==> config.mk <==
export PLATFORM = sky130hd
export DESIGN_NAME = mem_arbiter
export DESIGN_NICKNAME = d
export VERILOG_FILES = /design/src/rtl/mem_pkg.sv /design/src/rtl/mem_arbiter_rr.sv /design/src/rtl/mem_arbiter.sv
export SDC_FILE = /design/constraint.sdc
export NUM_CORES = 1
export LEC_CHECK = 0
export ABC_AREA = 1
export CAP_MARGIN = 20
export CORE_ASPECT_RATIO = 1.25
export CORE_UTILIZATION = 30
export CTS_BUF_LIST = sky130_fd_sc_hd__clkbuf_4 sky130_fd_sc_hd__clkbuf_8
export CTS_CLUSTER_SIZE = 14
export DETAILED_ROUTE_END_ITERATION = 8
export GPL_ROUTABILITY_DRIVEN = 0
export GPL_TIMING_DRIVEN = 0
export PLACE_DENSITY_LB_ADDON = 0.08
export SETUP_SLACK_MARGIN = 0.02
export SKIP_LAST_GASP = 1
export SYNTH_ARGS = -nofsm -noshare
export SYNTH_HDL_FRONTEND = slang
export SYNTH_SLANG_ARGS = --single-unit
==> constraint.sdc <==
create_clock -name clock -period 6.57 [get_ports clock]
set_input_delay 1.314 -clock clock [delete_from_list [all_inputs] [get_ports clock]]
set_output_delay 1.314 -clock clock [all_outputs]
set_load 0.1 [all_outputs]
==> src/rtl/mem_pkg.sv <==
// mem_pkg
// Shared definitions for the instruction/data memory arbiter: memory window
// constants, burst-code encoding, the beats-per-burst helper and the FSM
// state encoding. No ports.
package mem_pkg;

    localparam logic [31:0] MEM_START_ADDR = 32'h8002_0000;
    localparam int unsigned MEM_DEPTH      = 1048576;

    typedef enum logic [1:0] {
        BURST_1  = 2'b00,
        BURST_4  = 2'b01,
        BURST_8  = 2'b10,
        BURST_16 = 2'b11
    } burst_e;

    typedef enum logic [1:0] {
        ST_IDLE  = 2'd0,
        ST_BURST = 2'd1,
        ST_ERR   = 2'd2
    } state_e;

    function automatic logic [4:0] burst_beats(input logic [1:0] code);
        case (code)
            BURST_1:  return 5'd1;
            BURST_4:  return 5'd4;
            BURST_8:  return 5'd8;
            default:  return 5'd16;
        endcase
    endfunction

endpackage

==> src/rtl/mem_arbiter_rr.sv <==
// rr_arbiter2
// Two-way round-robin arbiter. Bit 0 = data port, bit 1 = fetch port.
// A lone requester always wins; on a tie the port not served last wins.
// The last-served register comes out of reset pointing at fetch so the
// data port wins the first tie.
// Ports:
//   clock, reset  : clock, asynchronous active-high reset
//   req[1:0]      : request vector
//   update        : grant is being taken this cycle; record the winner
//   gnt[1:0]      : one-hot grant (combinational)
module rr_arbiter2 (
    input  logic       clock,
    input  logic       reset,
    input  logic [1:0] req,
    input  logic       update,
    output logic [1:0] gnt
);

    logic last_fetch_q;

    always_comb begin
        gnt = 2'b00;
        case (req)
            2'b01:   gnt = 2'b01;
            2'b10:   gnt = 2'b10;
            2'b11:   gnt = last_fetch_q ? 2'b01 : 2'b10;
            default: gnt = 2'b00;
        endcase
    end

    always_ff @(posedge clock or posedge reset) begin
        if (reset) begin
            last_fetch_q <= 1'b1;
        end else if (update && (gnt != 2'b00)) begin
            last_fetch_q <= gnt[1];
        end
    end

endmodule

==> src/rtl/mem_arbiter.sv <==
// mem_arbiter
// Shares the single-port instruction/data memory between the fetch port
// (read-only, 1/4/8/16-beat bursts) and the data port (single-word load or
// store). Requests are range- and alignment-checked on grant, then issued as
// per-beat memory accesses with explicit addresses.
// Ports:
//   clock, reset                         : clock, async active-high reset
//   if_req/if_addr/if_size               : fetch request
//   if_gnt/if_rvalid/if_rdata/if_done/if_err : fetch response
//   d_req/d_we/d_addr/d_wdata            : data request (we=1 store)
//   d_gnt/d_rvalid/d_rdata/d_done/d_err  : data response
//   mem_address/mem_data_in/mem_access_size/mem_rw/mem_enable : beat issue
//   mem_busy                             : memory stall, beat not accepted
//   mem_data_out                         : read data, cycle after acceptance
//
// state    | meaning
// ---------+-------------------------------------------------------------
// ST_IDLE  | sample requests, arbitrate, check, latch transaction
// ST_BURST | present beats; advance on each beat accepted (mem_busy=0)
// ST_ERR   | one-cycle gnt+err+done to the owner, no memory access
module mem_arbiter
    import mem_pkg::*;
#(
    parameter int unsigned DATA_WIDTH = 32,
    parameter int unsigned ADDR_WIDTH = 32,
    parameter logic [ADDR_WIDTH-1:0] START_ADDR = ADDR_WIDTH'(MEM_START_ADDR),
    parameter int unsigned DEPTH = MEM_DEPTH
) (
    input  logic                  clock,
    input  logic                  reset,
    input  logic                  if_req,
    input  logic [ADDR_WIDTH-1:0] if_addr,
    input  logic [1:0]            if_size,
    output logic                  if_gnt,
    output logic                  if_rvalid,
    output logic [DATA_WIDTH-1:0] if_rdata,
    output logic                  if_done,
    output logic                  if_err,
    input  logic                  d_req,
    input  logic                  d_we,
    input  logic [ADDR_WIDTH-1:0] d_addr,
    input  logic [DATA_WIDTH-1:0] d_wdata,
    output logic                  d_gnt,
    output logic                  d_rvalid,
    output logic [DATA_WIDTH-1:0] d_rdata,
    output logic                  d_done,
    output logic                  d_err,
    output logic [ADDR_WIDTH-1:0] mem_address,
    output logic [DATA_WIDTH-1:0] mem_data_in,
    output logic [1:0]            mem_access_size,
    output logic                  mem_rw,
    output logic                  mem_enable,
    input  logic                  mem_busy,
    input  logic [DATA_WIDTH-1:0] mem_data_out
);

    state_e state_q, state_d;

    logic       owner_fetch_q;
    logic       gnt_first_q;
    logic [3:0] beat_cnt_q;
    logic       rvalid_q;
    logic       done_q;
    logic       resp_fetch_q;

    logic [1:0]            req_vec, arb_gnt;
    logic                  arb_update;
    logic                  sel_fetch;
    logic [ADDR_WIDTH-1:0] sel_addr;
    logic [1:0]            sel_size;
    logic [4:0]            sel_beats;
    logic [ADDR_WIDTH:0]   sel_end, mem_limit;
    logic                  sel_bad;
    logic                  take_req;
    logic                  accept;
    logic                  last_beat;

    assign req_vec    = {if_req, d_req};
    assign arb_update = (state_q == ST_IDLE);
    assign take_req   = (state_q == ST_IDLE) && (req_vec != 2'b00);

    rr_arbiter2 u_rr (
        .clock  (clock),
        .reset  (reset),
        .req    (req_vec),
        .update (arb_update),
        .gnt    (arb_gnt)
    );

    assign sel_fetch = arb_gnt[1];
    assign sel_addr  = sel_fetch ? if_addr : d_addr;
    assign sel_size  = sel_fetch ? if_size : BURST_1;
    assign sel_beats = burst_beats(sel_size);

    // End address and limit carry one extra bit so a request near the top of
    // the address space cannot wrap past the limit check.
    assign sel_end   = {1'b0, sel_addr} + (ADDR_WIDTH+1)'({sel_beats, 2'b00});
    assign mem_limit = (ADDR_WIDTH+1)'(START_ADDR) + (ADDR_WIDTH+1)'(DEPTH);
    assign sel_bad   = (sel_addr[1:0] != 2'b00) || (sel_addr < START_ADDR) ||
                       (sel_end > mem_limit);

    assign accept    = (state_q == ST_BURST) && !mem_busy;
    assign last_beat = (beat_cnt_q == 4'd0);

    always_ff @(posedge clock or posedge reset) begin
        if (reset) begin
            state_q <= ST_IDLE;
        end else begin
            state_q <= state_d;
        end
    end

    always_comb begin
        state_d    = state_q;
        mem_enable = 1'b0;
        if_gnt     = 1'b0;
        d_gnt      = 1'b0;
        if_err     = 1'b0;
        d_err      = 1'b0;
        if_done    = 1'b0;
        d_done     = 1'b0;
        if_rvalid  = 1'b0;
        d_rvalid   = 1'b0;
        if_rdata   = '0;
        d_rdata    = '0;

        case (state_q)
            ST_IDLE: begin
                if (take_req) begin
                    state_d = sel_bad ? ST_ERR : ST_BURST;
                end
            end
            ST_BURST: begin
                mem_enable = 1'b1;
                if (accept && last_beat) begin
                    state_d = ST_IDLE;
                end
            end
            ST_ERR: begin
                state_d = ST_IDLE;
                if (owner_fetch_q) begin
                    if_err  = 1'b1;
                    if_done = 1'b1;
                end else begin
                    d_err   = 1'b1;
                    d_done  = 1'b1;
                end
            end
            default: state_d = ST_IDLE;
        endcase

        if (gnt_first_q) begin
            if (owner_fetch_q) if_gnt = 1'b1;
            else               d_gnt  = 1'b1;
        end

        // Response flags carry their own owner tag: the last beat's response
        // lands in the IDLE bubble, after owner_fetch_q may be reused.
        if (rvalid_q) begin
            if (resp_fetch_q) begin
                if_rvalid = 1'b1;
                if_rdata  = mem_data_out;
            end else begin
                d_rvalid  = 1'b1;
                d_rdata   = mem_data_out;
            end
        end
        if (done_q) begin
            if (resp_fetch_q) if_done = 1'b1;
            else              d_done  = 1'b1;
        end
    end

    always_ff @(posedge clock or posedge reset) begin
        if (reset) begin
            owner_fetch_q   <= 1'b0;
            gnt_first_q     <= 1'b0;
            beat_cnt_q      <= 4'd0;
            rvalid_q        <= 1'b0;
            done_q          <= 1'b0;
            resp_fetch_q    <= 1'b0;
            mem_address     <= '0;
            mem_data_in     <= '0;
            mem_access_size <= 2'b00;
            mem_rw          <= 1'b1;
        end else begin
            gnt_first_q <= 1'b0;
            rvalid_q    <= 1'b0;
            done_q      <= 1'b0;

            if (take_req) begin
                owner_fetch_q <= sel_fetch;
                gnt_first_q   <= 1'b1;
                if (!sel_bad) begin
                    mem_address     <= sel_addr;
                    mem_access_size <= sel_size;
                    mem_rw          <= sel_fetch | ~d_we;
                    beat_cnt_q      <= 4'(sel_beats - 5'd1);
                    if (!sel_fetch) begin
                        mem_data_in <= d_wdata;
                    end
                end
            end

            if (accept) begin
                mem_address  <= mem_address + ADDR_WIDTH'(4);
                beat_cnt_q   <= beat_cnt_q - 4'd1;
                rvalid_q     <= mem_rw;
                done_q       <= last_beat;
                resp_fetch_q <= owner_fetch_q;
            end
        end
    end

endmodule
==> images/metal_stack.png <==
Bar = 50 um.
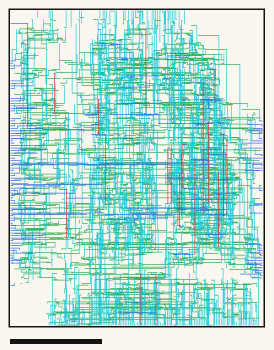
[cyan] met2 | wire length: 14300 um
[blue] met3 | wire length: 1790 um
[green] met1 | wire length: 12600 um
[red] met4 | wire length: 728 um

==> images/registers.png <==
Bar = 50 um. Other sequential cells in the stronger gray, the rest of the logic in the fainter gray.
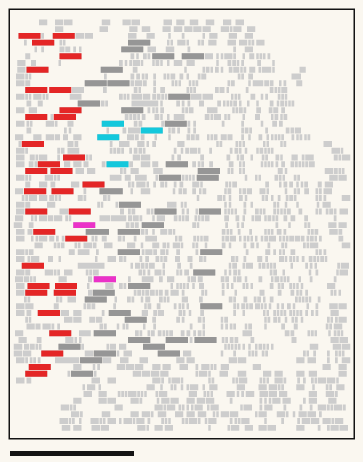
[magenta] state_q | placed flops: 2
[red] mem_data_in | placed flops: 32 | where: a column on the left
[cyan] beat_cnt_q | placed flops: 4

## metal layers
metal  vias to the layer above  GRT usage (%)
met4                         0           8.94
met5                         -              0
met1                      3906           30.9
li1                       4348              -
met2                       285           43.9
met3                        46           4.15
## area by class of cell
cell class              instances  share of cell area, %
well taps                     283                   3.43
multi-input cells             920                   40.5
clock inverters                 6                  0.897
flip-flops and latches         79                   19.2
clock buffers                  10                   1.33
repair buffers                276                   26.9
plain buffers                  46                   2.50
inverters                     144                   5.26
## sequential cells by signal, indices dropped and copies added (netlist names)
name               cells
mem_rw                 1
state_q                2
done_q                 1
mem_address           32
mem_data_in           32
resp_fetch_q           1
mem_access_size        2
gnt_first_q            1
owner_fetch_q          1
beat_cnt_q             4
rvalid_q               1
u_rr.last_fetch_q      1
## through the flow
stage               std cells  setup slack (ns)  cell area [um^2]  hold slack (ns)  power (uW)
finish                   1764             0.916             10300            0.471        4200
CTS                      1765             0.267             10300            0.474        4220
detailed placement       1749            -0.119             10100            0.461        3770
floorplan                1190              1.74              6960            0.445        2980
global placement         1748            -0.113             10100            0.460        3770
global route             1764             0.436             10300            0.499        4430
## worst register-to-register path: stages (launching register included)
cell,delay (ns)
dfstp_2,0.54
nand2_2,0.09
nand2_4,0.19
buf_4,0.22
buf_4,0.26
clkbuf_2,0.36
nor2_1,0.08
inv_1,0.13
nor2_1,0.08
ha_1,0.36
nand2_1,0.07
inv_1,0.05
nand3_1,0.09
nand2_1,0.17
nand4_2,0.14
nand2_2,0.23
nand3_1,0.14
nand2_1,0.10
nand2_1,0.11
nand3b_1,0.17
nor2_1,0.13
nand3_1,0.08
nand2_1,0.08
inv_1,0.04
nor2_2,0.32
buf_4,0.25
nand4_1,0.10
nand2_1,0.08
==> run_results.csv <==
group,metric,value,unit
global_routing,groute.usage.overall,25.0,%
logic_synthesis,netlist_area,0.00696,mm^2
logic_synthesis,largest_area_cell,"dfrtp_1",
logic_synthesis,synth_cells,1190,
route,drc_errors,16,
setup_path,startpoint,"d_req",
cells_and_area,layout_top_cells,"nand2_1 (434), clkdlybuf4s50_1 (275), nor2_1 (166), inv_1 (136), nand3_1 (114)",
pwr,p_leak,0.00505,uW
logic_synthesis,synthArstFlopShare,100,%
logic_synthesis,ys_area,0.00696,mm^2
logic_synthesis,ys_sh_xor,2.01,%
worst_hold_path,hp-start,"u_rr.last_fetch_q",
clock_network,cts_buffers,9,
logic_synthesis,ys_ff,79,
global_routing,grt-ovfl-total,0,
setup_path,slowest_delay,0.49,ns
outcome,violations,"design-rule violations",
logic_synthesis,syn-mean-instance-area,5.85,um^2
pwr,p_comb,2850,uW
setup_path,crit_path_max_fanout,19,
setup_path,crit_cells,28,
sta,relSlewSlack,27.8,%
sta,setup_viol_count_final,0,
setup_path,crit_top_cell,"nand2_1",
outcome,status,"complete, but fails checks",
route,wl_met3,1790,um
logic_synthesis,top_cells_by_area,"dfrtp_1 (28%), nand2_1 (23%), nor2_1 (9.0%), nand3_1 (8.2%), inv_1 (7.4%)",
sta,skew,0.00814,ns
cells_and_area,nets,1618,
setup_path,r2r_slack,1.84,ns
worst_hold_path,min_path_type,"reg -> reg",
cells_and_area,n_fill_cell,2390,
logic_synthesis,synth.most_common_cell,"nand2_1",
logic_synthesis,topCombFamilyByArea,"simple AND/OR/NAND/NOR gates",
Power figures rest on the tool's default switching activity, not on a simulated workload.
